Fig. 1: run 1, local utilization
The bar under the picture is 20 um long. 9 x 5 tiles, from black (low) to pale yellow (high), 0 to 100% covered.
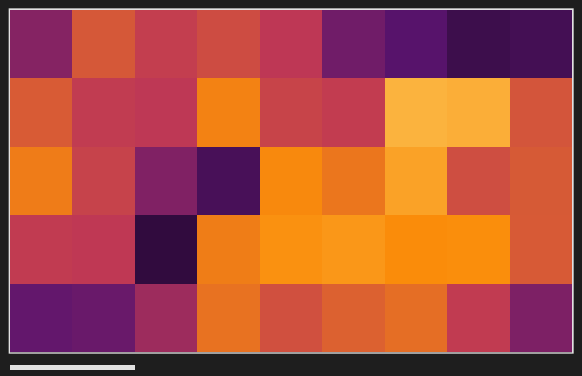
Fig. 2: run 1, congestion heat map
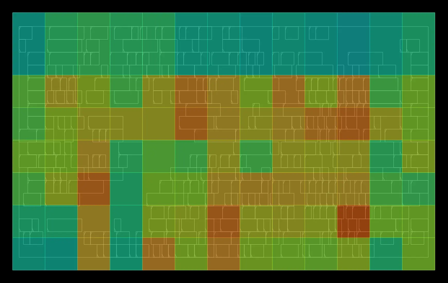
Fig. 3: run 1, metal 1
The bar under the picture is 20 um long.
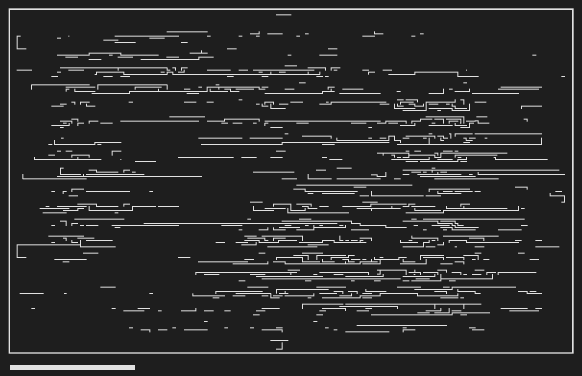
## src/rtl/core_scheduler.sv

```systemverilog
// core_scheduler: per-core instruction sequencer.
// It steps a single core through fetch, decode, optional load/store,
// execute and PC update, then returns to fetch until a return is decoded.
//
// Ports:
//   clk, reset          rising-edge clock; synchronous active-high reset
//   start               level; launches execution from IDLE
//   fetch_req/addr/ack  program-memory read handshake (addr == pc)
//   fetch_data          fetched word, latched into instruction
//   instruction         latched instruction feeding the external decoder
//   dec_*               decoder controls (load, store, branch, return, target)
//   lsu_req/lsu_done    one-cycle load/store launch and its completion
//   exec_en             one-cycle ALU/register/NZP write strobe
//   pc, stage, done     program counter, encoded state, program finished
//   cycle_count         busy cycles (stage neither IDLE nor DONE)
//   instr_count         retired instructions (UPDATE cycles)
//
// Configuration macro: CORE_SCHEDULER_PERF_EN
//   defined   -> saturating 16-bit performance counters are built
//   undefined -> cycle_count / instr_count are tied to zero
module core_scheduler #(
  parameter int unsigned PC_BITS    = 8,
  parameter int unsigned INSTR_BITS = 16
) (
  input  logic                  clk,
  input  logic                  reset,
  input  logic                  start,
  output logic                  fetch_req,
  output logic [PC_BITS-1:0]    fetch_addr,
  input  logic                  fetch_ack,
  input  logic [INSTR_BITS-1:0] fetch_data,
  output logic [INSTR_BITS-1:0] instruction,
  input  logic                  dec_mem_read,
  input  logic                  dec_mem_write,
  input  logic                  dec_next_address,
  input  logic                  dec_ret,
  input  logic [7:0]            dec_immediate,
  output logic                  lsu_req,
  input  logic                  lsu_done,
  output logic                  exec_en,
  output logic [PC_BITS-1:0]    pc,
  output logic [2:0]            stage,
  output logic                  done,
  output logic [15:0]           cycle_count,
  output logic [15:0]           instr_count
);

  localparam int unsigned CNT_BITS = 16;

  typedef enum logic [2:0] {
    S_IDLE    = 3'd0,
    S_FETCH   = 3'd1,
    S_DECODE  = 3'd2,
    S_REQUEST = 3'd3,
    S_WAIT    = 3'd4,
    S_EXECUTE = 3'd5,
    S_UPDATE  = 3'd6,
    S_DONE    = 3'd7
  } state_t;

  state_t             state;
  state_t             state_next;
  logic [PC_BITS-1:0] pc_next;
  logic               mem_op_c;

  assign mem_op_c   = dec_mem_read | dec_mem_write;
  assign stage      = state;
  assign fetch_addr = pc;

  // State register
  always_ff @(posedge clk) begin
    if (reset) begin
      state <= S_IDLE;
    end else begin
      state <= state_next;
    end
  end

  // Next-state and next-pc logic
  always_comb begin
    state_next = state;
    pc_next    = pc;
    case (state)
      S_IDLE:    if (start) state_next = S_FETCH;
      S_FETCH:   if (fetch_ack) state_next = S_DECODE;
      S_DECODE:  state_next = S_REQUEST;
      S_REQUEST: state_next = mem_op_c ? S_WAIT : S_EXECUTE;
      S_WAIT:    if (lsu_done) state_next = S_EXECUTE;
      S_EXECUTE: state_next = S_UPDATE;
      S_UPDATE: begin
        if (dec_ret) begin
          state_next = S_DONE;
        end else begin
          state_next = S_FETCH;
          pc_next    = dec_next_address ? PC_BITS'(dec_immediate)
                                        : pc + PC_BITS'(1);
        end
      end
      S_DONE:    state_next = S_DONE;
      default:   state_next = S_IDLE;
    endcase
  end

  // Registered datapath and strobes, decoded from the upcoming state so they
  // are aligned with stage. lsu_req is launched from DECODE so that it is
  // high exactly during the REQUEST cycle of a memory instruction.
  always_ff @(posedge clk) begin
    if (reset) begin
      pc          <= '0;
      instruction <= '0;
      fetch_req   <= 1'b0;
      lsu_req     <= 1'b0;
      exec_en     <= 1'b0;
      done        <= 1'b0;
    end else begin
      pc <= pc_next;
      if (state == S_FETCH && fetch_ack) begin
        instruction <= fetch_data;
      end
      fetch_req <= (state_next == S_FETCH);
      lsu_req   <= (state == S_DECODE) && mem_op_c;
      exec_en   <= (state_next == S_EXECUTE);
      done      <= (state_next == S_DONE);
    end
  end

`ifdef CORE_SCHEDULER_PERF_EN
  logic [CNT_BITS-1:0] cycle_q;
  logic [CNT_BITS-1:0] instr_q;

  // Saturating busy-cycle and retired-instruction counters
  always_ff @(posedge clk) begin
    if (reset) begin
      cycle_q <= '0;
      instr_q <= '0;
    end else begin
      if (state != S_IDLE && state != S_DONE && cycle_q != '1) begin
        cycle_q <= cycle_q + CNT_BITS'(1);
      end
      if (state == S_UPDATE && instr_q != '1) begin
        instr_q <= instr_q + CNT_BITS'(1);
      end
    end
  end

  assign cycle_count = cycle_q;
  assign instr_count = instr_q;
`else
  assign cycle_count = '0;
  assign instr_count = '0;
`endif

endmodule

```

## config.mk

```make
export PLATFORM = sky130hd
export DESIGN_NAME = core_scheduler
export DESIGN_NICKNAME = d
export VERILOG_FILES = /design/src/rtl/core_scheduler.sv
export SDC_FILE = /design/constraint.sdc
export NUM_CORES = 1
export LEC_CHECK = 0
export ABC_AREA = 1
export CAP_MARGIN = 5
export CORE_ASPECT_RATIO = 0.6
export CORE_UTILIZATION = 37
export CTS_CLUSTER_SIZE = 40
export DETAILED_ROUTE_END_ITERATION = 16
export GPL_TIMING_DRIVEN = 0
export HOLD_SLACK_MARGIN = 0.02
export PLACE_DENSITY = 0.9
export RECOVER_POWER = 50
export SYNTH_ARGS = -nofsm -noshare
export SYNTH_HDL_FRONTEND = slang
export SYNTH_SLANG_ARGS = --single-unit
export TNS_END_PERCENT = 10
```

## constraint.sdc

```tcl
create_clock -name clk -period 1.5 [get_ports clk]
set_input_delay 0.15 -clock clk [delete_from_list [all_inputs] [get_ports clk]]
set_output_delay 0.15 -clock clk [all_outputs]
set_load 0.01 [all_outputs]
```

==> notes.md, run 1 <==
Summary of the current implementation state.

- The flow ran to the end, and the final reports show no timing, DRC or antenna violations.
- Setup slack on the critical path of the routed design comes to 0.0457 ns.
- The repair_antennas step left the layout with diodes totalling 0.
- The initial antenna violation count came to 0.
- Per the synth stats, the proportion of register bits with asynchronous set or reset is 0%.
- The clock share of power is 28.8%, for reference.
- The xor/xnor cell area share of the yosys netlist is 0.512%, for reference.
- The count of cells in the finished layout, fillers not included, comes to 408.
- The kind of start point of the critical path is a register, for reference.
- The worst setup path is captured at a primary output.
- The worst hold path terminates at fetch_addr[1]$_SDFFE_PP0P_.
- After floorplanning, the core was divided into 18 placement rows.
- The critical path endpoint has a required time of 1.35 ns.
- The die width is 89.7 um, for reference.
- The highest-delay cell along the critical path is sky130_fd_sc_hd__clkdlybuf4s50_1, for reference.
- The final timing report lists clock skew as 0.00861 ns.
- In the final layout, excluding clock buffers the buffer count is 116.
- The area fraction in mux cells is 0%, for reference.
- The non-clock buffer share of cell area is 38.4%, for reference.
- For this design the top-level I/O count stands at 104.
- Summing the areas of all and, or, nand and nor instances in the mapped netlist gives 30.4% of the synthesized area.
- The footprint of the multi-input gates is 816 um2, for reference.
- In the placement report, post-DP HPWL is listed as 3.39 mm.
- The power in combinational cells is 0.587 mW, for reference.
- After global routing the overflow that remains totals 0.
- With fillers left out, the area of the finished cells amounts to 2700 um2.
- The number of buffers added for setup after CTS is 0, for reference.
- The worst-case IR drop observed on VDD is 0.000445 V.
- The met3 layer wire length in the routed design is 325 um, for reference.
- The switching portion of total power comes to 28.6%.
- Per the gpl log, the routability congestion estimate is 0.799.
- The post-synthesis cell area is 1710 um2, for reference.
- The area taken by sequential standard cells is reported as 642 um2.
- Per the synthesis report, the dominant area consumer among library cells is sky130_fd_sc_hd__dfxtp_1.
- The hold-critical path depth is 3, for reference.
- met3 track demand over resource after global routing is 5.28%.
- The total die size is 4900 um2, for reference.
- The clock tree root driver cell is sky130_fd_sc_hd__clkbuf_8, for reference.
- In this design, the largest share of critical-path delay is due to buffers and inverters.
- Counting the warning lines in the Yosys log gives 0.
- The adder and majority gate portion of the synthesized area is 0.732%, for reference.
- The placed standard-cell area is 2610 um2, for reference.
- Among all flip-flop cells after synthesis, the most frequent one is sky130_fd_sc_hd__dfxtp_1.
- The number of input and output port buffers inserted is 71, for reference.
- The fraction of the yosys area taken by sequential cells is 36.3%, for reference.
-- Fig. 1 (at the start) --
mean over tiles: 54%
fullest tile: 83%
emptiest ninth of the die: lower left
tiles over 75% full: 16%
share of the core filled by cells before placement: 40.2%
final core occ: 63.5%

-- Fig. 2 (at the start) --
global routing usage on met1: 21.3%
average routed wire per standard cell: 10.4 um
layer with the highest usage after global routing: met2

-- Fig. 3 (at the start) --
longest straight run: 30.8 um
nets with wire on the layer: 328

## Run 2: what changed since run 1
--- a/config.mk
+++ b/config.mk
@@ -9,6 +9,7 @@
 export CAP_MARGIN = 5
 export CORE_ASPECT_RATIO = 0.6
 export CORE_UTILIZATION = 37
+export CTS_CLUSTER_DIAMETER = 100
 export CTS_CLUSTER_SIZE = 40
 export DETAILED_ROUTE_END_ITERATION = 16
 export GPL_TIMING_DRIVEN = 0
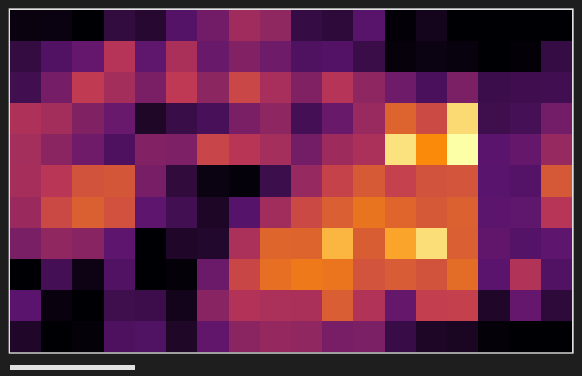
Fig. 4. Signal metal coverage by tile (run 2).
The bar under the picture is 20 um long. 18 x 11 tiles, from black (low) to pale yellow (high), scaled to the fullest tile. Values are wire area over tile area, all layers added.
tiles over half the peak: 23%
fullest tile: 0.43
emptiest ninth of the die: lower left
nearly empty tiles: 10%
mean over tiles: 0.14
total track usage: 17.4%
number of vias after detailed routing: 1,690
Total Routed Length: 4.26 mm

==> run 2 against run 1 <==
  * Maximum frequency unchanged
  * Largest cell class unchanged
  * Sequential power about the same
  * Final area unchanged
  * Synthesized cell count unchanged
  * Critical path depth unchanged
  * Critical path type unchanged
==> notes.md, run 2 <==
Summary of the current implementation state.

- The run finished with clean final reports.
- Leaving out filler cells and counting taps, the final layout contains 408.
- The floorplan step set the die height to 54.6 um.
- In this run the tools logged warnings totalling 26.
- The endpoint class of the critical path is a primary output, for reference.
- The met3 routing resource usage after global routing is 5.28%, for reference.
- During placement, the flow inserted port buffers numbering 71.
- The detailed router reports a met2 wire length of 1.96 mm.
- The mean routed wirelength per cell is 10.4 um, for reference.
- The flow reports that the clock network draws 28.8% of the design power.
- Per the OpenROAD floorplan log, the area of the die is 4900 um2.
- The number of filler instances in the final layout is 387, for reference.
- The detailed router reports a met3 wire length of 325 um.
- The post-synthesis cell area is 1710 um2, for reference.
- Sequential cells were found to cover 36.3% of the synthesized design area.
- The kind of start point of the critical path is a register, for reference.
- The number of synthesis warnings is 0, for reference.
- The worst vdd rail ir drop is 0.000445 V, for reference.
- The final standard cell area without fillers is 2700 um2, for reference.
- The total congestion overflow is 0, for reference.
- The cell area power density is 791 nW/um2, for reference.
- Summing all flip-flop and latch instances after layout gives 642 um2.
- The post-route minimum period is 1.45 ns, for reference.
- The floorplan has 18 rows.
- The end of the worst register-to-register path is fetch_addr[2]$_SDFFE_PP0P_, for reference.
- Counting flops with an async set or reset pin after synthesis yields a share of 0%.
- Global routing put the most usage on met2.
- The met1 track demand over resource in global routing is 21.3%, for reference.
- The kind of cell with the highest combined delay along the critical path is buffers and inverters.
- The first global-routing pass estimated 6.65 mm of wire.
- The total half-perimeter wirelength after legalization and detailed placement is 3.39 mm, for reference.
- The arrival time reported for the critical path endpoint is 1.30 ns, for reference.
- The violation count after the first detailed-route iteration is 70, for reference.
- From left edge to right edge, the die measures 89.7 um.
- The diode insertion count for antenna repair is 0, for reference.
- After synthesis, the share of cell area in mux cells is 0%.
- The number of setup buffers added after CTS is 0.
- The worst clock skew is 0.00861 ns, for reference.
- Per the synthesis report, the XOR/XNOR share of the synthesized area is 0.512%.
- The most used flip-flop cell after synthesis is sky130_fd_sc_hd__dfxtp_1.
- The final layout report lists a clock buffer count of 7.
- Measured on the finished design, the core utilization comes to 63.5%.
- After layout the signal buffers, clock cells excluded, come to 38.4% of cell area.
- RePlAce ended its routability-driven mode at a weighted congestion of 0.799.
- The power in combinational cells is 0.587 mW, for reference.
- The total of plain and repair buffers excluding clock buffers is 116, for reference.
- The worst setup path endpoint is pc[1], for reference.
- The number of cells on the worst hold path is listed as 3.
- The synthesized design spends more area on one cell type than any other, namely sky130_fd_sc_hd__dfxtp_1.
- The number of placed instances, taps included, is 400.
- The initial core utilization is 40.2%, for reference.
- The placement stage leaves a total instance area of 2610 um2.
- 104 I/O pins were placed.
- For reference, full adder, half adder and majority cells occupy 0.732% of the area reported after synthesis.
- The number of tapcells is 60, for reference.
- Per the CTS log, the root buffer master is sky130_fd_sc_hd__clkbuf_8.
- On the critical path, the stage with the largest delay is an instance of sky130_fd_sc_hd__clkdlybuf4s50_1.
- The most common cell in the synthesized netlist is sky130_fd_sc_hd__nor2_1, for reference.
- The OpenROAD report gives the critical path a required time of 1.35 ns.
- Net switching is 28.6% of the power.
- The initial antenna violation count is 0, for reference.
- Hold analysis lists the worst path endpoint as fetch_addr[1]$_SDFFE_PP0P_.
- Setup slack on the critical path of the routed design comes to 0.0457 ns.
- The area taken by multi-input combinational cells is reported as 816 um2.
- In this run, the synthesized area fraction spent on and/or/nand/nor cells is recorded as 30.4%.
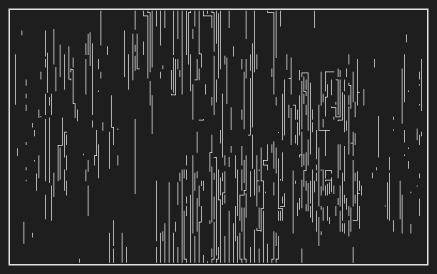
Fig. 5. Met2 routing (run 2).
wire length on this layer: 1,960 um
share of all routed wire: 46%
nets with wire on the layer: 278
longest straight run: 21.1 um

No activity file was given, so power comes from the tool's default toggle rates.
